<file path="config.mk">
export PLATFORM = sky130hd
export DESIGN_NAME = sdrc_wb_traffic_gen
export DESIGN_NICKNAME = d
export VERILOG_FILES = /design/src/rtl/sdrc_wb_traffic_gen_pkg.sv /design/src/rtl/sdrc_wb_traffic_gen_pattern_gen.sv /design/src/rtl/sdrc_wb_traffic_gen.sv
export SDC_FILE = /design/constraint.sdc
export NUM_CORES = 1
export LEC_CHECK = 0
export ABC_AREA = 1
export CAP_MARGIN = 25
export CORE_MARGIN = 4
export CORE_UTILIZATION = 56
export CTS_CLUSTER_SIZE = 30
export DETAILED_ROUTE_END_ITERATION = 10
export HOLD_SLACK_MARGIN = 0.1
export PLACE_DENSITY = 0.86
export SETUP_SLACK_MARGIN = 0.2
export SLEW_MARGIN = 0
export SYNTH_ARGS = -nofsm -noshare
export SYNTH_HDL_FRONTEND = slang
export SYNTH_SLANG_ARGS = --single-unit
</file>
<file path="constraint.sdc">
create_clock -name sys_clk -period 5.7 [get_ports sys_clk]
set_input_delay 0.57 -clock sys_clk [delete_from_list [all_inputs] [get_ports sys_clk]]
set_output_delay 0.57 -clock sys_clk [all_outputs]
set_load 0.005 [all_outputs]
</file>
<file path="src/rtl/sdrc_wb_traffic_gen_pkg.sv">
// Shared types and constants for the SDRAM Wishbone traffic generator.
package sdrc_tg_pkg;

  typedef enum logic [2:0] {
    ST_IDLE,
    ST_LOAD,
    ST_WR,
    ST_GAP,
    ST_RD,
    ST_RGAP,
    ST_FLUSH,
    ST_DONE
  } tg_state_e;

  typedef enum logic [1:0] {
    MODE_INCR = 2'b00,
    MODE_ADDR = 2'b01,
    MODE_LFSR = 2'b10,
    MODE_WALK = 2'b11
  } tg_mode_e;

  localparam logic [2:0] CTI_CLASSIC = 3'b000;
  localparam logic [2:0] CTI_INCR    = 3'b010;
  localparam logic [2:0] CTI_EOB     = 3'b111;

  // x^32 + x^22 + x^2 + x + 1, right-shifting Galois form
  localparam logic [31:0] LFSR_POLY = 32'h8020_0003;
  localparam logic [31:0] LFSR_SEED = 32'h0000_0001;

  function automatic logic [31:0] lfsr_step(input logic [31:0] s);
    return s[0] ? ((s >> 1) ^ LFSR_POLY) : (s >> 1);
  endfunction

endpackage

</file>
<file path="src/rtl/sdrc_wb_traffic_gen_pattern_gen.sv">
// Data pattern generator: one step per acked beat, reseeded per phase so
// the read phase regenerates exactly what was written.
module sdrc_tg_pattern_gen
  import sdrc_tg_pkg::*;
#(
  parameter int APP_AW = 26,
  parameter int WB_DW  = 32
) (
  input  logic              clk,
  input  logic              resetn,
  input  logic              load,
  input  logic              advance,
  input  tg_mode_e          mode,
  input  logic [APP_AW-1:0] addr,
  output logic [WB_DW-1:0]  data
);

  logic [WB_DW-1:0] cnt;
  logic [WB_DW-1:0] walk;
  logic [31:0]      lfsr;

  // All generators step together; load restores the phase-start state
  always_ff @(posedge clk) begin
    if (!resetn || load) begin
      cnt  <= '0;
      walk <= WB_DW'(1);
      lfsr <= LFSR_SEED;
    end else if (advance) begin
      cnt  <= cnt + WB_DW'(1);
      walk <= {walk[WB_DW-2:0], walk[WB_DW-1]};
      lfsr <= lfsr_step(lfsr);
    end
  end

  // Select the pattern for the current beat
  always_comb begin
    data = '0;
    case (mode)
      MODE_INCR: data = cnt;
      MODE_ADDR: data = WB_DW'(addr);
      MODE_LFSR: data = {(WB_DW/32){lfsr}};
      MODE_WALK: data = walk;
      default:   data = '0;
    endcase
  end

endmodule

</file>
<file path="src/rtl/sdrc_wb_traffic_gen.sv">
// Wishbone burst master: writes a pattern, reads it back and counts mismatches.
module sdrc_wb_traffic_gen
  import sdrc_tg_pkg::*;
#(
  parameter int APP_AW = 26,
  parameter int WB_DW  = 32,
  parameter int MAX_BL = 8,
  parameter int CNT_W  = 16
) (
  input  logic                      sys_clk,
  input  logic                      resetn,
  input  logic                      start,
  input  logic [APP_AW-1:0]         cfg_base_addr,
  input  logic [CNT_W-1:0]          cfg_num_bursts,
  input  logic [$clog2(MAX_BL):0]   cfg_burst_len,
  input  logic [1:0]                cfg_mode,
  output logic                      wb_cyc_o,
  output logic                      wb_stb_o,
  output logic                      wb_we_o,
  output logic [APP_AW-1:0]         wb_addr_o,
  output logic [WB_DW-1:0]          wb_dat_o,
  output logic [WB_DW/8-1:0]        wb_sel_o,
  output logic [2:0]                wb_cti_o,
  input  logic                      wb_ack_i,
  input  logic [WB_DW-1:0]          wb_dat_i,
  output logic                      busy,
  output logic                      done,
  output logic [CNT_W-1:0]          err_cnt,
  output logic [APP_AW-1:0]         first_err_addr
);

  localparam int BLW = $clog2(MAX_BL) + 1;
  localparam logic [APP_AW-1:0] STEP = APP_AW'(WB_DW / 8);

  tg_state_e         state, nxt;
  logic [APP_AW-1:0] base_q, addr_q;
  logic [CNT_W-1:0]  nb_q, left_q;
  logic [BLW-1:0]    bl_q, beat_q, bl_eff;
  tg_mode_e          mode_q;
  logic [WB_DW-1:0]  gen_data;
  logic              in_bus, beat_ack, last_beat, burst_end, start_ok, gen_load;
  logic              cmp_vld;
  logic [WB_DW-1:0]  cmp_got, cmp_exp;
  logic [APP_AW-1:0] cmp_addr;
  logic [CNT_W-1:0]  err_q;
  logic [APP_AW-1:0] ferr_q;

  assign bl_eff    = (cfg_burst_len == '0) ? BLW'(1) :
                     (cfg_burst_len > BLW'(MAX_BL)) ? BLW'(MAX_BL) : cfg_burst_len;
  assign in_bus    = (state == ST_WR) || (state == ST_RD);
  assign beat_ack  = in_bus && wb_ack_i;
  assign last_beat = (beat_q == bl_q - BLW'(1));
  assign burst_end = beat_ack && last_beat;
  assign start_ok  = start && ((state == ST_IDLE) || (state == ST_DONE));
  // Seed at run start and again when the write phase hands over to reads
  assign gen_load  = (state == ST_LOAD) || ((state == ST_GAP) && (left_q == '0));

  assign wb_addr_o      = addr_q;
  assign wb_sel_o       = '1;
  assign err_cnt        = err_q;
  assign first_err_addr = ferr_q;

  sdrc_tg_pattern_gen #(.APP_AW(APP_AW), .WB_DW(WB_DW)) u_pat (
    .clk     (sys_clk),
    .resetn  (resetn),
    .load    (gen_load),
    .advance (beat_ack),
    .mode    (mode_q),
    .addr    (addr_q),
    .data    (gen_data)
  );

  // State register
  always_ff @(posedge sys_clk) begin
    if (!resetn) state <= ST_IDLE;
    else         state <= nxt;
  end

  // Next state and bus/status outputs
  always_comb begin
    nxt      = state;
    wb_cyc_o = 1'b0;
    wb_stb_o = 1'b0;
    wb_we_o  = 1'b0;
    wb_cti_o = CTI_CLASSIC;
    wb_dat_o = '0;
    busy     = 1'b1;
    done     = 1'b0;
    case (state)
      ST_IDLE: begin
        busy = 1'b0;
        if (start) nxt = ST_LOAD;
      end
      ST_LOAD:  nxt = (cfg_num_bursts == '0) ? ST_DONE : ST_WR;
      ST_WR: begin
        wb_cyc_o = 1'b1;
        wb_stb_o = 1'b1;
        wb_we_o  = 1'b1;
        wb_cti_o = last_beat ? CTI_EOB : CTI_INCR;
        wb_dat_o = gen_data;
        if (burst_end) nxt = ST_GAP;
      end
      ST_GAP:   nxt = (left_q != '0) ? ST_WR : ST_RD;
      ST_RD: begin
        wb_cyc_o = 1'b1;
        wb_stb_o = 1'b1;
        wb_cti_o = last_beat ? CTI_EOB : CTI_INCR;
        if (burst_end) nxt = ST_RGAP;
      end
      ST_RGAP:  nxt = (left_q != '0) ? ST_RD : ST_FLUSH;
      ST_FLUSH: nxt = ST_DONE;
      ST_DONE: begin
        busy = 1'b0;
        done = 1'b1;
        if (start) nxt = ST_LOAD;
      end
      default: begin
        busy = 1'b0;
        nxt  = ST_IDLE;
      end
    endcase
  end

  // Config latch, address, beat and burst counters
  always_ff @(posedge sys_clk) begin
    if (!resetn) begin
      base_q <= '0;
      nb_q   <= '0;
      bl_q   <= BLW'(1);
      mode_q <= MODE_INCR;
      addr_q <= '0;
      left_q <= '0;
      beat_q <= '0;
    end else begin
      case (state)
        ST_LOAD: begin
          base_q <= cfg_base_addr;
          nb_q   <= cfg_num_bursts;
          bl_q   <= bl_eff;
          mode_q <= tg_mode_e'(cfg_mode);
          addr_q <= cfg_base_addr;
          left_q <= cfg_num_bursts;
          beat_q <= '0;
        end
        ST_GAP: begin
          if (left_q == '0) begin
            addr_q <= base_q;
            left_q <= nb_q;
          end
        end
        default: ;
      endcase
      if (beat_ack) begin
        addr_q <= addr_q + STEP;
        beat_q <= last_beat ? '0 : beat_q + BLW'(1);
        if (last_beat) left_q <= left_q - CNT_W'(1);
      end
    end
  end

  // Read-back compare: register on ack, score one cycle later
  always_ff @(posedge sys_clk) begin
    if (!resetn) begin
      cmp_vld  <= 1'b0;
      cmp_got  <= '0;
      cmp_exp  <= '0;
      cmp_addr <= '0;
      err_q    <= '0;
      ferr_q   <= '0;
    end else begin
      cmp_vld <= beat_ack && (state == ST_RD);
      if (beat_ack && (state == ST_RD)) begin
        cmp_got  <= wb_dat_i;
        cmp_exp  <= gen_data;
        cmp_addr <= addr_q;
      end
      if (start_ok) begin
        err_q  <= '0;
        ferr_q <= '0;
      end else if (cmp_vld && (cmp_got != cmp_exp)) begin
        if (err_q != '1)  err_q  <= err_q + CNT_W'(1);
        if (err_q == '0)  ferr_q <= cmp_addr;
      end
    end
  end

endmodule

</file>
==> GITHUB_STEP_SUMMARY, run 1 <==
## Implementation flow summary

| Metric | Value |
|---|---|
| Synth mux share | less than 1% |
| Synth top cell by count | nand2_1 |
| Area growth syn-to-layout | 20.3% |
| Adder Area Share | 0.547% |
| Final core occ | between 60 and 70% |
| # fillers | between 2000 and 2500 |
| Vias in the first global route | between 15000 and 20000 |
| # H-tree levels | 2 |
| CP cell instances | buf_4 > inv_1 > nor2_1 > buf_4 > nand2_1 > nand3_1 > o21ai_0 > nor2_1 > clkdlybuf4s50_1 |
| CP Buf/Inv Count | 4 |
| Outcome | finished, final reports clean |
| # port buffers | between 150 and 200 |
| Worst Path Required | 5130 ps |
| Clock root buffer | clkbuf_16 |
| Setup WS pre-CTS | ~2000 ps |
| CP max stage cell | nor2_1 |
| Comb area leader | simple AND/OR/NAND/NOR gates |
| Unique masters post-synth | ~46 |
| Cell Count, Final, Fillers Out | 2871 |
| Max Fclk | about 230 MHz |
| Final hold violation count | 0 |
| FP Util | 57.2% |
| Post-synthesis cell count | around 2400 |
| Total chip power | between 0.008 and 0.009 W |
| Worst hold path class | register to register |
| Mapped cell area | ~0.016 mm² |
| Flops & latches, synth | between 300 and 400 |
| Post-Synth Simple-Gate Area | 27.6% |
| Yosys chip area | 0.0160 mm² |
| Synth Area per Inst | just under 7 µm² |
| Grt total ovfl | 0 |
| Worst Reg-to-Reg Cells | 11 |
| Top_reg_cell synth | dfxtp_1 |
| Initial DRT Pass Iterations | 8 |
| Largest net degree at the start of global routing | approximately 110 |
| Dpl cells | between 2000 and 3000 |
| Synth Seq Share | just over 40% |
| CP startpoint kind | register |
| DIE WIDTH | between 150 and 200 µm |
| Core box area | ~0.028 mm² |
| Top post-synthesis cells by count | nand2_1 (555), dfxtp_1 (326), nor2_1 (259) |
| Hold slack | 452 ps |
| Top area cell types | dfxtp_1 (41%), nand2_1 (13%), a21oi_1 (7.9%), o21ai_0 (7.4%), nor2_1 (6.1%) |
| Area after DPL | roughly 0.018 mm² |
| Share of cells above drive strength 1 | under 10% |
| CTS Sinks | about 330 |
| Clk buf depth | 3 |
| Hold_buf cts | 0 |
| Setup violations, final | 0 |
| Clk_lat worst skew | approximately 520 ps |
| CTS tree | done |
| CP max stage delay | 770 ps |
| Number of I/O pins | 196 |
| Cell total in the yosys stat output | approximately 2400 |
| Final wirelength | approximately 51000 µm |
| Clk slew on worst S/H paths | about 60 ps |
| Critical path capture point type | output port |
| FF-to-FF End | wb_addr_o[17] |
| Detailed Route Iter0 Violations | between 1500 and 2000 |
| Vias per std cell | ~5.7 |
| Final #Nets | approximately 2600 |
| Num CTS Buffers | 36 |
| EDFF count, synth | 0 |
| Routability Congestion | ~1.0 |
| Comb area | 0.00799 mm² |
| RSZ-0062 raised after global routing | false |
| Dominant cell type by area after synthesis | dfxtp_1 |
| Hold_sp | base_q[10] |
| Crit path launch | mode_q[0] |
==> run 1: cell type report <==
type	instances	area share, %
clock buffers	47	5.42
repair buffers	207	10.6
well taps	378	2.46
inverters	228	4.44
clock inverters	15	1.72
multi-input cells	1670	41.5
flip-flops and latches	326	33.9
==> run 1: where the power goes <==
group	internal, W	switching [W]	leakage (nW)	total [W]
Sequential	0.00267	0.000443	2.65	0.00311
Clock	0.00174	0.000956	0.669	0.00269
Combinational	0.00107	0.00209	3.93	0.00317
Total	0.00548	0.00349	7.25	0.00897
==> run 1: per-layer routing <==
layer | part of all wire (%) | routed length [µm] | vias up
met2 | 46 | 23300 | 741
met3 | 7.8 | 3960 | 171
li1 | - | - | 7864
met1 | 41 | 21000 | 7444
met5 | 0.014 | 7 | -
met4 | 5.0 | 2560 | 2
Figure 1. Wires at chosen ports, followed through buffers (run 1).
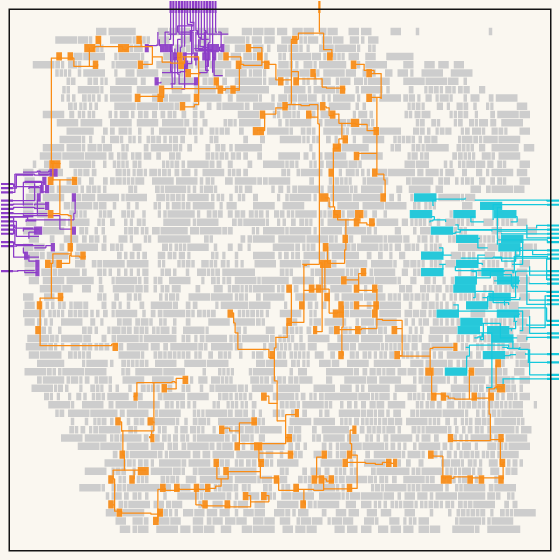
- `wb_dat_o`: purple (direction output; edge 17 north, 15 west; end cells 32; buffers 32; wire 706 µm)
- `resetn`: orange (direction input; edge north; end cells 161; buffers 2; wire 1540 µm)
- `first_err_addr`: cyan (direction output; edge east; end cells 26; buffers 26; wire 731 µm)

Figure 2. Routing congestion (run 1).
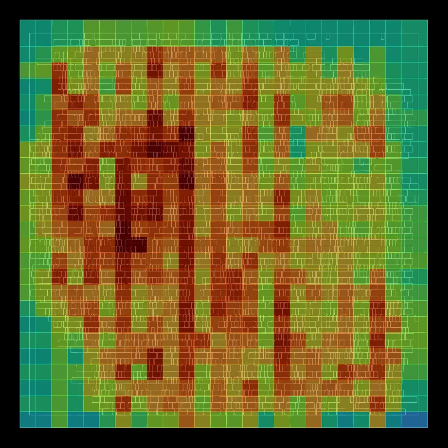
GR Util met2: 50.7%
GR Layer Usage met3: 4.55%
GR peak layer: met2

Figure 3. Wire density map (run 1).
Bar = 50 µm. The die is cut into 35 by 35 equal tiles; dark purple is low, yellow is high, scaled to the fullest tile. Values are wire area over tile area, all layers added.
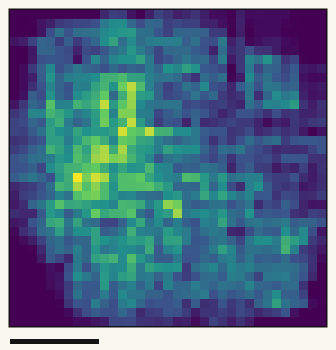
- tiles over half the peak: 17%
- nearly empty tiles: 9.7%
- emptiest ninth of the die: north-east

Figure 4. Cell classes on the final placement (run 1).
Bar = 50 µm.
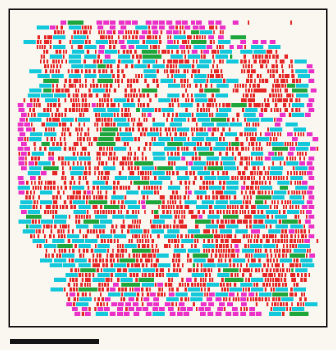
- sequential cells: cyan (cells 326; share of their area 35%)
- remaining buffers and delay cells: magenta (cells 207; share of their area 11%)
- clock drivers and dummy loads: green (cells 62; share of their area 7.3%)
- combinational and other logic: red (cells 1898; share of their area 47%)

==> run 2, diff against run 1 <==
clock period = 4.2 ns   (was 5.7 ns; I/O delays follow)
Figure 5. Wire density map (run 2).
Bar = 50 µm. The die is cut into 35 by 35 equal tiles; dark purple is low, yellow is high, scaled to the fullest tile. Values are wire area over tile area, all layers added.
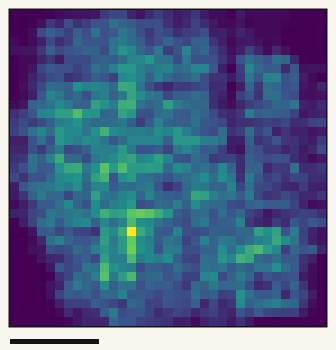
- fullest tile: 1.0
- densest ninth of the die: center
- emptiest ninth of the die: north-east

==> run 2 against run 1 <==
Net effect: total power is 29% higher; global-route usage is 0.75 points lower; sequential share of layout area is 0.29 points higher; largest cell class unchanged; non-clock buffer count rose by 5; worst setup slack lost 760 ps; critical endpoint is now wb_dat_o[1]; sequential power rose by 35%; clock power grew 15%.
==> GITHUB_STEP_SUMMARY, run 2 <==
## Implementation flow summary

| Metric | Value |
|---|---|
| Final core occ | 68.2% (-0.59 points) |
| Routability Congestion | 0.952 (-9.0%) |
| RSZ-0062 raised after global routing | false |
| Top post-synthesis cells by count | nand2_1 (555), dfxtp_1 (326), nor2_1 (259) |
| Hold_sp | resetn |
| Synth mux share | 0.0625% (unchanged) |
| Sw frac | 40.4% (+1.5 points) |
| Top Consumer | combinational cells |
| FF-to-FF End | u_pat.cnt[19] |
| Crit path to | wb_dat_o[1] |
| Flops & latches, synth | 326 (unchanged) |
| # port buffers | 191 (unchanged) |
| Adder Area Share | 0.547% (unchanged) |
| CTS Sinks | 326 (unchanged) |
| Power Clock | 0.00309 W (+15%) |
| Setup WS post-layout | between 500 and 600 ps |
| Comb area leader | simple AND/OR/NAND/NOR gates |
| Slew Limit Fails | 0 |
| Synth Area per Inst | 6.76 µm² (unchanged) |
| Top-area cell share | slightly above 40% |
| Clock Power Share | 26.6% (-3.4 points) |
| Grt total ovfl | 0 (unchanged) |
| Post-Synth Simple-Gate Area | 27.6% (unchanged) |
| Area growth syn-to-layout | 19.3% |
| Share of cells above drive strength 1 | 4.56% (+0.067 points) |
| Most frequent cells in the layout | nand2_1 (555), dfxtp_1 (326), nor2_1 (258) |
| Outcome | finished, final reports clean |
| Sequential power | 0.00421 W (+35%) |
| DIE WIDTH | 177 µm (unchanged) |
| CTS tree | done |
| Crit path launch | mode_q[1] |
| Number of I/O pins | 196 (unchanged) |
| EDFF count, synth | 0 (unchanged) |
| Unique masters post-synth | 46 (unchanged) |
| Cell total in the yosys stat output | 2367 (unchanged) |
| Worst Reg-to-Reg Cells | 8 (-3) |
| Final Cell Area | roughly 0.019 mm² |
| Mapped cell area | 0.0160 mm² (unchanged) |
| Clk slew on worst S/H paths | 60 ps (about the same) |
| XOR/XNOR Area Share | 4.32% |
| Top_reg_cell synth | dfxtp_1 |
| Sw power | 0.00469 W (+34%) |
| Vias in the first global route | 14900 (-1.3%) |
| Final hold violation count | 0 (unchanged) |
| Num CTS Buffers | 35 (-2.8%) |
| Tcrit/Tclk final | between 80% and 90% |
| Setup violations, final | 0 (unchanged) |
| Sequential share of power | 36.3% (+1.6 points) |
| Worst Path Required | 3780 ps (-1350 ps) |
| Clk_lat worst skew | 520 ps (about the same) |
| Core box area | 0.0280 mm² (unchanged) |
| # fillers | 2372 (-2.1%) |
| # H-tree levels | 2 (unchanged) |
| Dominant cell type by area after synthesis | dfxtp_1 |
| Top area cell types | dfxtp_1 (41%), nand2_1 (13%), a21oi_1 (7.9%), o21ai_0 (7.4%), nor2_1 (6.1%) |
| Detailed Route Iter0 Violations | 2377 (+28%) |
| Vias per std cell | 5.65 (about the same) |
| Clock root buffer | clkbuf_16 |
| Hold_buf cts | 0 (unchanged) |
| Post-synth ARST share | 0% |
| Initial DRT Pass Iterations | 6 (-2) |
| Comb group | 0.00431 W (+36%) |
| FP Util | 57.2% (unchanged) |
| Hold slack | 445 ps (-7.57 ps) |
| Worst hold path class | primary input to register |
| Final #Nets | 2564 (+0.16%) |
| Max Fclk | ~270 MHz |
| Cell Count, Final, Fillers Out | 2878 (+0.24%) |
| CP startpoint kind | register |
| Largest net degree at the start of global routing | 103 (-7.2%) |
| Internal | 0.00692 W (+26%) |
| Critical path capture point type | output port |
| Final wirelength | 49300 µm (-3.0%) |
| Clk buf depth | 3 (unchanged) |
| Post-synthesis cell count | 2367 (unchanged) |
| Synth top cell by count | nand2_1 |
| Dpl cells | 2813 (+0.18%) |
| Total chip power | 0.0116 W (+29%) |
| Yosys chip area | 0.0160 mm² (unchanged) |
| Area after DPL | 0.0179 mm² (+0.25%) |
| Synth Seq Share | 40.8% (unchanged) |
| Power share of the combinational group | 37.1% (+1.8 points) |
==> run 2: area by class of cell <==
type	instances	area, µm²	area share, %
inverter	228	856	4.48
clock inverter	14	139	0.727
sequential	326	6530	34.2
timing repair buffer	212	2090	11.0
tap	378	473	2.48
clock buffer	50	1010	5.30
multi-input combinational	1670	7990	41.9
==> run 2: per-layer routing <==
metal	global-route usage [%]	part of all wire (%)	vias up	wire, µm
li1	-	-	7878	-
met4	10.5	3.4	0	1690
met1	43.3	43	7485	21200
met5	0	0	-	0
met2	48.0	45	784	22300
met3	4.14	8.4	122	4140
==> run 2: critical path, stage by stage (launching register included) <==
cell and delay [ps]:
dfxtp_1 700, nor2_1 130, inv_1 650, o21ai_0 460, nor2_1 220, clkdlybuf4s50_1 530
==> run 3, diff against run 2 <==
SLEW_MARGIN = not set   (was 0)
Figure 6. Routing congestion (run 3).
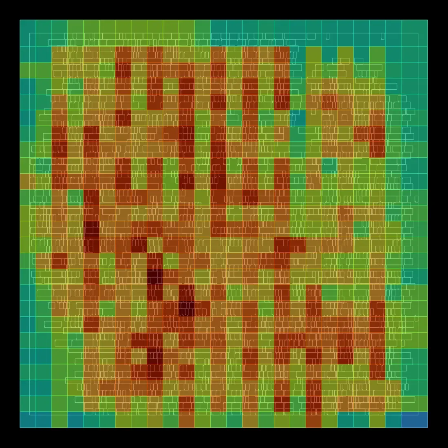
met1 Resource Use GR: 43.3%
GRT Total Usage: 30.5%

==> run 3 against run 2 <==
Net effect: critical path depth did not move; critical endpoint unchanged; sequential power about the same; register-to-register slack barely moved; worst setup slack is the same; fmax unchanged; area after synthesis unchanged; highest routed layer unchanged; cell area unchanged.
==> GITHUB_STEP_SUMMARY, run 3 <==
## Implementation flow summary

| Metric | Value |
|---|---|
| Share of cells above drive strength 1 | 4.56% (unchanged) |
| Final Cell Area | 0.0191 mm² (unchanged) |
| Worst Reg-to-Reg Cells | 8 (unchanged) |
| Largest delay share family, worst path | buffers and inverters |
| Area after DPL | 0.0179 mm² (unchanged) |
| Flops & latches, synth | 326 (unchanged) |
| Adder Area Share | 0.547% (unchanged) |
| DIE WIDTH | 177 µm (unchanged) |
| Vias per std cell | 5.65 (unchanged) |
| Sequential share of power | 36.3% (about the same) |
| Post-synth ARST share | 0% (unchanged) |
| Unique masters post-synth | 46 (unchanged) |
| Top area cell types | dfxtp_1 (41%), nand2_1 (13%), a21oi_1 (7.9%), o21ai_0 (7.4%), nor2_1 (6.1%) |
| Clock Power Share | 26.6% (about the same) |
| RSZ-0062 raised after global routing | false |
| Comb group | 0.00431 W (about the same) |
| Data buffer area share | 11.0% (unchanged) |
| Power share of the combinational group | 37.1% (about the same) |
| # fillers | 2372 (unchanged) |
| Cell Count, Final, Fillers Out | 2878 (unchanged) |
| Outcome | finished, final reports clean |
| CTS Sinks | 326 (unchanged) |
| Dominant cell type by area after synthesis | dfxtp_1 |
| Final #Nets | 2564 (unchanged) |
| XOR/XNOR Area Share | 4.32% (unchanged) |
| Power Clock | 0.00309 W (about the same) |
| Comb area leader | simple AND/OR/NAND/NOR gates |
| Max layer used | met4 |
| Cell total in the yosys stat output | 2367 (unchanged) |
| Setup violations, final | 0 (unchanged) |
| Clock root buffer | clkbuf_16 |
| Largest net degree at the start of global routing | 103 (unchanged) |
| Number of I/O pins | 196 (unchanged) |
| Dpl cells | 2813 (unchanged) |
| Sw power | 0.00469 W (unchanged) |
## run 3: cell counts after synthesis
No cell type changed its count.
## run 3: how the worst max path moves through the flow
stage | from | endpoint | slack (ps)
6_report | mode_q[1] | wb_dat_o[1] | 560
5_1_grt | mode_q[0] | wb_dat_o[5] | 380
4_1_cts | mode_q[1] | wb_dat_o[1] | 620
3_5_place_dp | wb_ack_i | u_pat.cnt[17] | 800
3_3_place_gp | wb_ack_i | u_pat.cnt[17] | 880
2_1_floorplan | err_cnt[0] | err_cnt[10] | 2310
## run 3: cell families (layout without fill, tap and decap cells)
family,after synthesis,count (layout)
and+or+nand+nor,1046,1046
other,1,4
adders and majority gates,7,7
DFF,326,326
AOI/OAI and AO/OA,533,533
xor gates and xnor gates,79,79
muxes,1,1
buffers and inverters,374,504
Power and IR drop assume default switching activity.
